`src/rtl/tube_scan_driver.sv`:
```
// tube_scan_driver: eight-digit seven-segment scan driver.
// Holds one 5-bit code per digit and shows them in hex or in unsigned decimal.
// Two digits are lit at a time: digit i on the right bus and digit i+4 on the left bus.
// Decimal values go through a serial double-dabble conversion, one bit per clock.
// Handshake: wr_en is a single-cycle strobe with no ready.
//   wr_data and dec_mode are sampled only on cycles with wr_en=1.
//   Every write is accepted, and the last write wins.
//   busy is status only and never stalls a write.
module tube_scan_driver #(
  parameter int SCAN_DIV = 50000
) (
  input  logic        clk,
  input  logic        rst,
  input  logic        wr_en,
  input  logic [31:0] wr_data,
  input  logic        dec_mode,
  output logic        busy,
  output logic [7:0]  tubSel,
  output logic [7:0]  tubLeft,
  output logic [7:0]  tubRight
);

  localparam int CW = (SCAN_DIV > 2) ? $clog2(SCAN_DIV) : 1;
  localparam logic [CW-1:0] SCAN_LAST = CW'(SCAN_DIV - 1);
  localparam logic [4:0] C_BLANK = 5'd16;
  localparam logic [4:0] C_ERR   = 5'd17;
  localparam logic [31:0] DEC_MAX = 32'd99_999_999;

  typedef enum logic {S_IDLE, S_CONV} state_t;

  logic [CW-1:0] r_scan_cnt;
  logic [1:0]    r_idx;
  logic [4:0]    r_dig [8];
  state_t        r_state;
  logic [26:0]   r_bin;
  logic [31:0]   r_bcd;
  logic [4:0]    r_step;

  logic [31:0]   w_adj;
  logic [31:0]   w_shift;
  logic [4:0]    w_dec_code [8];
  logic [7:0]    w_lead_nz;
  logic          w_overflow;

  // Maps a digit code to its segment pattern; dp is never lit.
  function automatic logic [7:0] f_glyph(input logic [4:0] c);
    logic [7:0] g;
    case (c)
      5'd0:    g = 8'h3F;
      5'd1:    g = 8'h06;
      5'd2:    g = 8'h5B;
      5'd3:    g = 8'h4F;
      5'd4:    g = 8'h66;
      5'd5:    g = 8'h6D;
      5'd6:    g = 8'h7D;
      5'd7:    g = 8'h07;
      5'd8:    g = 8'h7F;
      5'd9:    g = 8'h6F;
      5'd10:   g = 8'h77;
      5'd11:   g = 8'h7C;
      5'd12:   g = 8'h39;
      5'd13:   g = 8'h5E;
      5'd14:   g = 8'h79;
      5'd15:   g = 8'h71;
      C_ERR:   g = 8'h79;
      default: g = 8'h00;
    endcase
    return g;
  endfunction

  assign w_overflow = (wr_data > DEC_MAX);

  // One double-dabble step: add 3 to every BCD nibble >= 5, then shift in the next binary bit.
  // Also builds the display codes for the commit: leading zeros on digits 7..1 are blanked.
  always_comb begin
    w_adj     = '0;
    w_lead_nz = '0;
    for (int k = 0; k < 8; k++) begin
      w_adj[4*k +: 4] = (r_bcd[4*k +: 4] >= 4'd5) ? r_bcd[4*k +: 4] + 4'd3 : r_bcd[4*k +: 4];
    end
    w_shift = {w_adj[30:0], r_bin[26]};
    // w_lead_nz[k] is set when digit k or any digit to its left is nonzero.
    w_lead_nz[7] = (w_shift[31:28] != 4'd0);
    for (int k = 6; k >= 0; k--) begin
      w_lead_nz[k] = w_lead_nz[k+1] | (w_shift[4*k +: 4] != 4'd0);
    end
    for (int k = 0; k < 8; k++) begin
      w_dec_code[k] = (w_lead_nz[k] || k == 0) ? {1'b0, w_shift[4*k +: 4]} : C_BLANK;
    end
  end

  // Free-running scan position: the divider counter, and the digit-pair index that steps on each wrap.
  always_ff @(posedge clk) begin
    if (rst) begin
      r_scan_cnt <= '0;
      r_idx      <= 2'd0;
    end else if (r_scan_cnt == SCAN_LAST) begin
      r_scan_cnt <= '0;
      r_idx      <= r_idx + 2'd1;
    end else begin
      r_scan_cnt <= r_scan_cnt + CW'(1);
    end
  end

  // Registered outputs: the digit-pair enables and the glyphs for the current index.
  always_ff @(posedge clk) begin
    if (rst) begin
      tubSel   <= 8'h11;
      tubLeft  <= 8'h3F;
      tubRight <= 8'h3F;
    end else begin
      tubSel   <= (8'h10 << r_idx) | (8'h01 << r_idx);
      tubLeft  <= f_glyph(r_dig[{1'b1, r_idx}]);
      tubRight <= f_glyph(r_dig[{1'b0, r_idx}]);
    end
  end

  // Write handling and the conversion FSM.
  // A hex write or an out-of-range decimal write aborts any running conversion.
  // A decimal write restarts the conversion.
  always_ff @(posedge clk) begin
    if (rst) begin
      r_state <= S_IDLE;
      busy    <= 1'b0;
      r_bin   <= '0;
      r_bcd   <= '0;
      r_step  <= '0;
      for (int k = 0; k < 8; k++) r_dig[k] <= 5'd0;
    end else if (wr_en) begin
      if (!dec_mode) begin
        r_state <= S_IDLE;
        busy    <= 1'b0;
        for (int k = 0; k < 8; k++) r_dig[k] <= {1'b0, wr_data[4*k +: 4]};
      end else if (w_overflow) begin
        r_state <= S_IDLE;
        busy    <= 1'b0;
        r_dig[0] <= C_ERR;
        for (int k = 1; k < 8; k++) r_dig[k] <= C_BLANK;
      end else begin
        r_state <= S_CONV;
        busy    <= 1'b1;
        r_bin   <= wr_data[26:0];
        r_bcd   <= '0;
        r_step  <= '0;
      end
    end else begin
      case (r_state)
        S_CONV: begin
          r_bcd  <= w_shift;
          r_bin  <= {r_bin[25:0], 1'b0};
          r_step <= r_step + 5'd1;
          if (r_step == 5'd26) begin
            r_state <= S_IDLE;
            busy    <= 1'b0;
            for (int k = 0; k < 8; k++) r_dig[k] <= w_dec_code[k];
          end
        end
        default: begin
          r_state <= S_IDLE;
        end
      endcase
    end
  end

endmodule

```
`config.mk`:
```
export PLATFORM = sky130hd
export DESIGN_NAME = tube_scan_driver
export DESIGN_NICKNAME = d
export VERILOG_FILES = /design/src/rtl/tube_scan_driver.sv
export SDC_FILE = /design/constraint.sdc
export NUM_CORES = 1
export LEC_CHECK = 0
export CORE_UTILIZATION = 40
export DETAILED_ROUTE_END_ITERATION = 8
export PLACE_DENSITY = 0.63
export SYNTH_ARGS = -nofsm -noshare
export SYNTH_HDL_FRONTEND = slang
export SYNTH_SLANG_ARGS = --single-unit
```
`constraint.sdc`:
```
create_clock -name clk -period 1.9 [get_ports clk]
set_input_delay 0.19 -clock clk [delete_from_list [all_inputs] [get_ports clk]]
set_output_delay 0.19 -clock clk [all_outputs]
set_load 0.005 [all_outputs]
```
==> summary.txt, run 1 <==
fresh numbers from the pnr run: vias per inst 5.33, Setup crit start kind flip-flop, Setup Slack @ Placement -0.582 ns, largest net degree at the start of global routing 79, reg2reg end r_dig[1][4], Initial Util 41.3%, xor/xnor cell area share of the yosys netlist 3.03%, initial antenna violation count 0, Registers, synthesis 144, failing checks design-rule violations, negative setup slack, Max Clk Rate 513 MHz, sw power 1670 uW, Non-clock buffers 199, initial drt markers 435, Logic inverters 30, crit path kind flip-flop to flip-flop, Compound-Gate Fraction of Synth Area 18.2%, reg2reg path depth 8, Dominant comb cell AND-OR/OR-AND gates, GP Congestion 0.844, Critical Path Sink r_dig[1][4], DRC viols 9, syn_area_per_cell 9.63 sq um, final hold slack 0.145 ns, Max Used Layer met4, Top cell excl fill/tap buf_4, critical path's top delay family simple AND/OR/NAND/NOR gates, Max power group clock, tool warnings 53, vias in the first global route 6112, largest class combinational gates, die area 19300 sq um, top flop regs r_dig x40, r_bcd x32, r_bin x27, final instance area 10600 sq um, combinational share of cell area 42.0%, Clock Latency Late Sink 0.43 ns, CTS tree yes, Setup-failing EPs final 4, Met2 Routed Length 9320 microns, number of enable flip-flop cells 34, Multiplexer share 8.53%, Syn Inst Count 780, RSZ-0062 raised after global routing true, Clk. pwr 3370 uW, clock skew 0.00819 ns, FILL cells 1496, GR Layer Usage met2 33.3%, largest stage delay on the critical path 0.33 ns, cell area after synthesis 7510 sq um, area share of buffers outside the clock network 17.9%, Clock buf/inv share 5.68%, synth warn 0, Reg-to-Reg Start r_bcd[21], Worst Path Required 2.15 ns, setup ws final -0.0484 ns, R2R Setup Slk -0.05 ns, CP cell instances inv_2 -> ha_1 -> nand2b_4 -> a21oi_4 -> mux2i_1 -> and3_1 -> nand4b_1 -> o31ai_2, CP max-delay cell dfxtp_2, Synth area leaders dfxtp_1 29%, edfxtp_1 14%, ha_1 6.2%, Worst EP arrival 2.20 ns, CP Capture Type flip-flop, CP Launch Point r_bcd[21], top cell type's share of synthesized area 29.3%, Post-synth seq share 42.9%, flop count 144, final hold violation count 0, worst min-delay path endpoint r_bin[12], Unique cell types 57, tap cells 229, status complete, but fails checks, post-CTS setup buffers 11, Power, Total 7390 uW, area reported by Yosys stat 7510 sq um, row count 49, clk slew on worst S/H paths 0.06 ns, grt ovf 0, async set-reset flop share out of synthesis 0%, grt met3 use 3.49%, Largest Register r_dig, most numerous logic cells after layout 121 x buf_4, 110 x nor2_1, 97 x dfxtp_1, 46 x clkdlybuf4s50_1, 41 x a21oi_1, Detailed Routing Iterations Pass 1 7, Synth Area in Simple Gates 16.5%, H-Tree Depth 4, Final #Nets 1026, ys cells 780, CLK BUF 23
==> run_1/io_placement.png <==
Pins as bars across the die edge, other pins in grey.
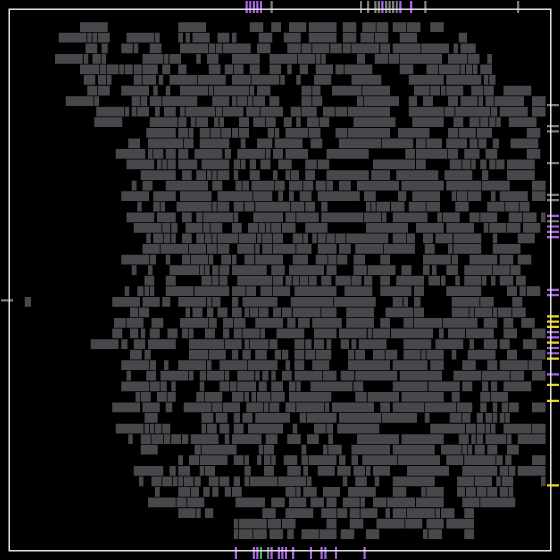
- yellow: tubRight (pins 8; direction output; edge right)
- green: busy (pins 1; direction output; edge bottom)
- purple: wr_data (pins 32; direction input; edge 13 bottom, 11 right, 8 top)
Die Span X: 139 microns
die span in y: 139 microns
Port Buf Inserts: 58

==> run_1/wires.png <==
Two of the layers only.
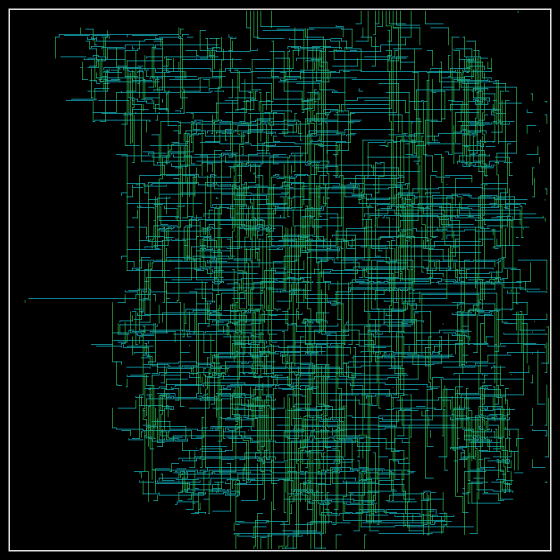
- green: metal 2 (wire length 9320 microns)
- cyan: metal 1 (wire length 9290 microns)
routed vias: 6359
total wire length: 19700 microns
GRT Overall Usage: 20.3%
Wirelength per Cell: 16.5 microns

==> run_1/flops_by_reg.png <==
Bar = 50 microns.
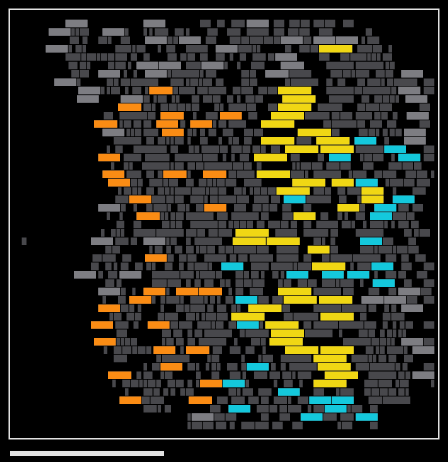
- cyan: r_bin (sequential cells 27)
- yellow: r_dig (sequential cells 40)
- orange: r_bcd (sequential cells 32)
- not coloured: 45
FF+latch area: 3240 sq um
Final Core Density: 58.2%
Seq/total area: 30.6%
P_seq: 3280 uW

==> run_1/clocks.png <==
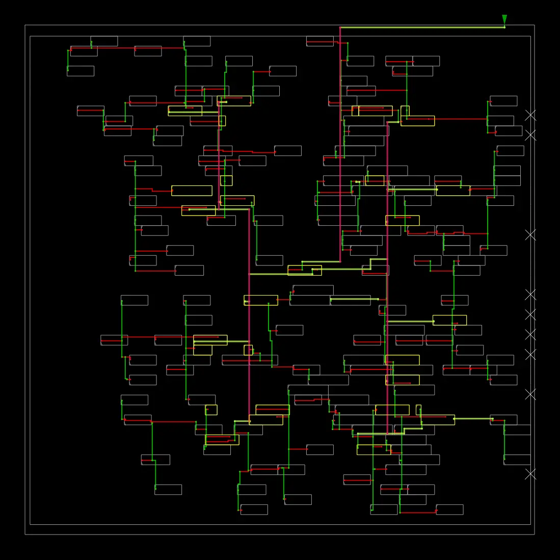

==> inputs of run 2 (changes only) <==
--- a/config.mk
+++ b/config.mk
@@ -8,6 +8,7 @@
 export CORE_UTILIZATION = 40
 export DETAILED_ROUTE_END_ITERATION = 8
 export PLACE_DENSITY = 0.63
+export SETUP_SLACK_MARGIN = 0.15
 export SYNTH_ARGS = -nofsm -noshare
 export SYNTH_HDL_FRONTEND = slang
 export SYNTH_SLANG_ARGS = --single-unit
==> run_2/clocks.png <==
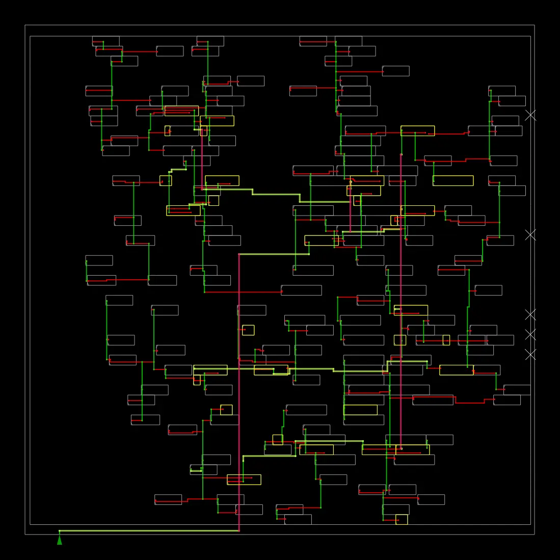
flop count: 144
clk sinks: 144
CLK BUF: 19
CTS buffer count: 17
clock skew: 0.00635 ns

==> run 2 against run 1 <==
The flow still finishes with violations (design-rule violations, negative setup slack); power is 1.2% lower; clock power is 4% lower; critical path depth is 2 lower; critical path type unchanged; highest routed layer unchanged.
==> summary.txt, run 2 <==
fresh numbers from the pnr run: Dominant comb cell AND-OR/OR-AND gates, final instance area 11300 sq um, GP Congestion 0.863, syn_area_per_cell 9.63 sq um, Worst EP arrival 2.35 ns, Max Clk Rate 503 MHz, total wire length 22200 microns, Synth Area in Simple Gates 16.5%, ys cells 780, row count 49, FF+latch area 3250 sq um, Clk. pwr 3220 uW, R2R Setup Slk -0.09 ns, combinational share of cell area 44.2%, Met2 Routed Length 11100 microns, async set-reset flop share out of synthesis 0%, final hold slack 0.134 ns, post-CTS setup buffers 24, setup ws final -0.0865 ns, Wirelength per Cell 18.2 microns, failing checks design-rule violations, negative setup slack, synth warn 0, crit path kind flip-flop to flip-flop, Power, Total 7300 uW, tap cells 229, DRC viols 5, H-Tree Depth 4, Setup Slack @ Placement -0.623 ns, Syn Inst Count 780, Top cell excl fill/tap buf_4, Compound-Gate Fraction of Synth Area 18.2%, Max power group registers, status complete, but fails checks, Detailed Routing Iterations Pass 1 7, Seq/total area 28.7%, Post-synth seq share 42.9%, Setup-failing EPs final 7, area share of buffers outside the clock network 18.4%, largest class combinational gates, Final Core Density 62.1%, CTS tree yes, Initial Util 41.3%, Multiplexer share 8.53%, most numerous logic cells after layout 130 x buf_4, 94 x nor2_1, 94 x dfxtp_1, 39 x clkdlybuf4s50_1, 36 x nand2_1, Logic inverters 30, area reported by Yosys stat 7510 sq um
Power is estimated from default activity; no workload was simulated.
